==> config.mk <==
export PLATFORM = sky130hd
export DESIGN_NAME = plc_input_scan
export DESIGN_NICKNAME = d
export VERILOG_FILES = /design/src/rtl/plc_pkg.sv /design/src/rtl/plc_debounce_bit.sv /design/src/rtl/plc_input_scan.sv
export SDC_FILE = /design/constraint.sdc
export NUM_CORES = 1
export LEC_CHECK = 0
export CAP_MARGIN = 20
export CORE_MARGIN = 8
export CORE_UTILIZATION = 35
export CTS_CLUSTER_SIZE = 24
export DETAILED_ROUTE_END_ITERATION = 8
export PLACE_DENSITY = 0.62
export RECOVER_POWER = 50
export SETUP_SLACK_MARGIN = 0.3
export SLEW_MARGIN = 20
export SYNTH_ARGS = -nofsm -noshare
export SYNTH_HDL_FRONTEND = slang
export SYNTH_SLANG_ARGS = --single-unit
==> constraint.sdc <==
create_clock -name clk -period 1.25 [get_ports clk]
set_input_delay 0.1875 -clock clk [delete_from_list [all_inputs] [get_ports clk]]
set_output_delay 0.1875 -clock clk [all_outputs]
set_load 0.1 [all_outputs]
**Run 1: placed cells, one color a class**

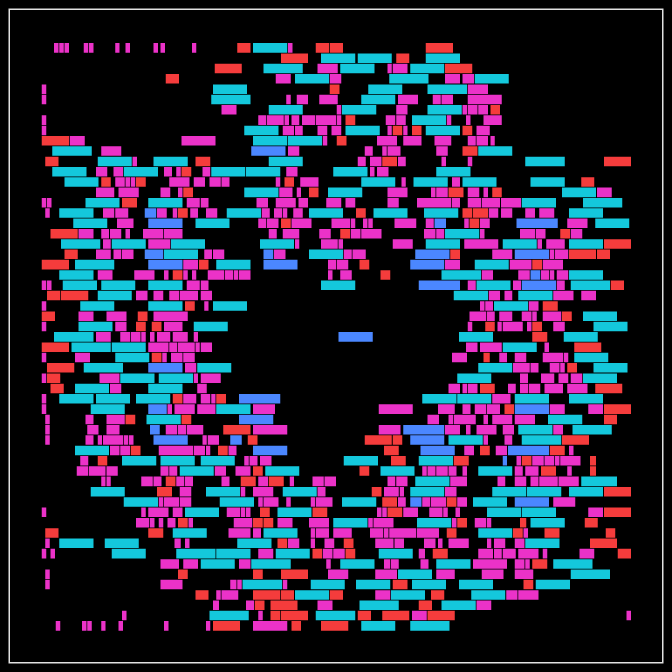
- all other logic: magenta (cells 522; share of their area 38%)
- flops: cyan (cells 187; share of their area 42%)
- other buffers and delay cells: red (cells 154; share of their area 15%)
- clock drivers and dummy loads: blue (cells 32; share of their area 5.8%)
Util after Layout: 49.30%
Std-Cell Rows: 57
Core Region: 24110 um2

**Run 1: the clock network**

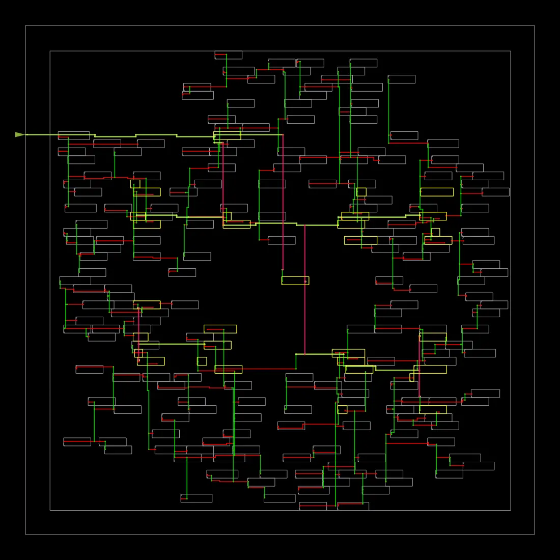
final worst clock skew: 0.008006 ns
Clk. pwr: 6.08 mW

**Run 1: sequential cells colored by netlist name**

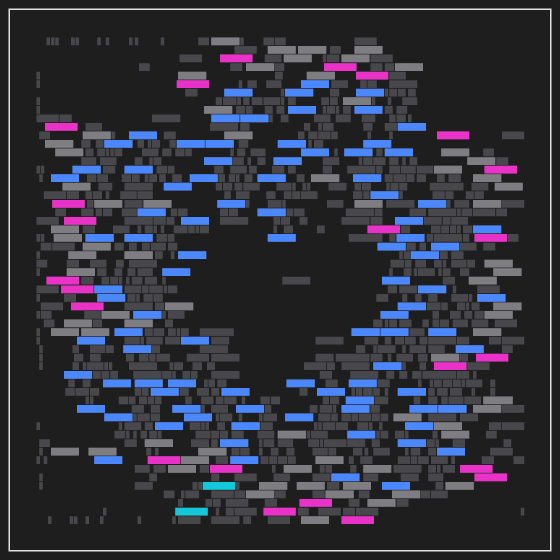
- scan_state: cyan (sequential cells 2)
- in_img: magenta (sequential cells 23; where all over the die)
- g_bit.u_deb.g_count.cnt_q: blue (sequential cells 92)
register share of the cell area: 40.18%
P_seq: 6.54 mW
storage element area: 4775 um2

==> impl_metrics.py <==
# Synthesis and PnR figures
metrics = {
    "worst_setup_path": {
        "arrival_ns": 1.27,
        "r2r_cells": 6,
        "rrSetupSlack_ns": -0.11,
        "required_ns": 1.06,
        "crit_type": "flip-flop to output port",
        "worstPathMaxFanout": 2,
        "start_kind": "flip-flop",
        "cp-end-kind": "output port",
    },
    "placed_design": {
        "port_buffers": 53,
        "place_area_um2": 10540,
        "preCtsSetupSlack_ns": 0.02000,
        "place_congestion": 0.7558,
        "place_hpwl_mm": 10.37,
        "place_inst": 1163,
    },
    "routing": {
        "drc_errors": 0,
        "viasPerCell": 4.368,
        "drt_iter0_drc": 207,
        "vias": 5324,
        "first_pass_iters": 4,
        "ant_nets": 0,
        "wire_per_inst_um": 12.94,
        "routed_wl_mm": 15.77,
    },
    "global_route": {
        "grt_pass1_vias": 5839,
        "grt_first_pass_wirelength_mm": 27.34,
        "overflow": 0,
        "globalRouteMet1Util_pct": 14.19,
        "grt.met3_usage_pct": 3.144,
        "antenna_found_initial": 0,
        "busiest_layer": "met2",
        "globalRouteMet2Util_pct": 19.32,
        "grt_use_total_pct": 11.42,
        "grt_max_degree": 42,
    },
    "logic_synthesis": {
        "ys_sh_simple_pct": 11.40,
        "yosys.cell_count.top_type": "dfrtp_1",
        "netlist_instances": 725,
        "ys_seq_share_pct": 55.06,
        "async_flop_share_pct": 100.0,
        "ys_types": 21,
        "top_logic_kind": "simple AND/OR/NAND/NOR gates",
        "compound_area_share_pct": 3.710,
        "top_area_cell": "dfrtp_1",
        "synth_chip_area_um2": 8498,
        "synth_warnings": 0,
        "mux_share_pct": 6.037,
        "xor_area_share_pct": 9.482,
        "edf_count": 0,
        "yosys-top-cells-area": "dfrtp_1 55%, ha_1 7.1%, xor2_1 6.7%, mux2_2 5.6%, buf_4 4.5%",
        "synthTopCellsByCount": "187 x dfrtp_1, 69 x nor2_1, 65 x xor2_1",
        "top_area_share_pct": 55.06,
        "ys_cells": 725,
        "synth_area_um2": 8498,
        "synth.ff_latch_count": 187,
        "ys_sh_adder_pct": 7.067,
        "flop_cell": "dfrtp_1",
        "syn_avg_cell_area_um2": 11.72,
    },
    "finish": {
        "fin_cells": 1219,
        "clkCellAreaFrac_pct": 5.591,
        "sh_comb_area_pct": 35.19,
        "buf_share_pct": 14.10,
        "multiInputCombCellCount": 474,
        "inverters": 48,
        "design_area_um2": 11880,
        "most-common-layout-cells": "161 x dfrtp_1, 70 x buf_4, 56 x xor2_1",
        "largest_reg_flops": 92,
        "clockBufferCount": 20,
        "num-fill-cells": 2160,
        "comb_area_um2": 4182,
        "seq_cells": 187,
        "drive_gt1_share_pct": 43.69,
        "n_antenna_cell": 0,
        "n_all_buffers": 154,
        "layout.cells.most_common": "dfrtp_1",
        "area_delta_synth_final_pct": 39.84,
        "nNetsFinal": 957,
        "largestClassByArea": "sequential cells",
    },
    "power_and_ir_drop": {
        "p_total_mw": 15.67,
        "p_leak_nw": 5.335,
        "power_density_nw_per_um2": 1319,
        "peakVddDrop_v": 0.0007118,
    },
    "clock_tree": {
        "clockRootBuffer": "clkbuf_16",
        "clk_pin_slew_worst_paths_ns": 0.07,
        "cts.path.max_buffers": 2,
        "cts_made_buffers": 17,
        "cts.sinks": 187,
        "h-tree-depth": 4,
        "clock.latency.late_pin_ns": 0.43,
        "cts_tree": "done",
    },
    "floorplan": {
        "tapCellCount": 324,
        "die_h_um": 171.8,
        "initCoreUtil_pct": 35.25,
        "die_w_um": 171.8,
        "num_io_pins": 100,
        "die_area_um2": 29520,
    },
    "job": {
        "warning_count": 53,
        "max_cap_viol_count": 0,
    },
    "sta": {
        "fin_crit_ns": 1.458,
        "fin_tns_setup_ns": -1.239,
        "setup_ws_ns": -0.2076,
        "whs_ns": 0.1406,
        "grt_setup_unrepaired": "yes",
        "setup_viol": 27,
        "final_hold_viol_count": 0,
        "worst_pin_slew_ns": 0.8965,
        "slew_viol_final": 0,
        "fin_crit_sh_pct": 116.6,
        "fmax_ghz": 0.6861,
        "slew_headroom_pct": 40.23,
    },
    "run_status": {
        "status": "complete, but fails checks",
        "violations": "negative setup slack",
    },
    "min_path": {
        "hp-class": "primary input to flip-flop",
        "hold_depth": 3,
    },
}
==> run 1: layer usage <==
layer,up-vias,wire length (um)
met4,0,155
met3,14,543
met1,2648,7178
li1,2586,-
met2,76,7892
met5,-,0
==> run 1: repair_timing <==
action / in CTS / in global routing
setup endpoints to repair: 143 / 144
pin swaps: 19 / 22
setup buffers: 15 / 8
hold endpoints to repair: 31 / 0
resized: 63 / 91
hold buffers: 1 / 0
==> run 1: worst max-delay path, stage by stage, from the launching register on <==
cell and delay, ns:
dfrtp_4 0.49, inv_4 0.07, ha_4 0.12, buf_12 0.16
==> run 1: power by group <==
part	total [mW]	internal [mW]	switching [mW]
sequential	6.54	6.35	0.192
combinational	3.05	1.12	1.93
clock	6.08	3.69	2.39
total	15.7	11.2	4.51
Power and IR drop assume default switching activity.
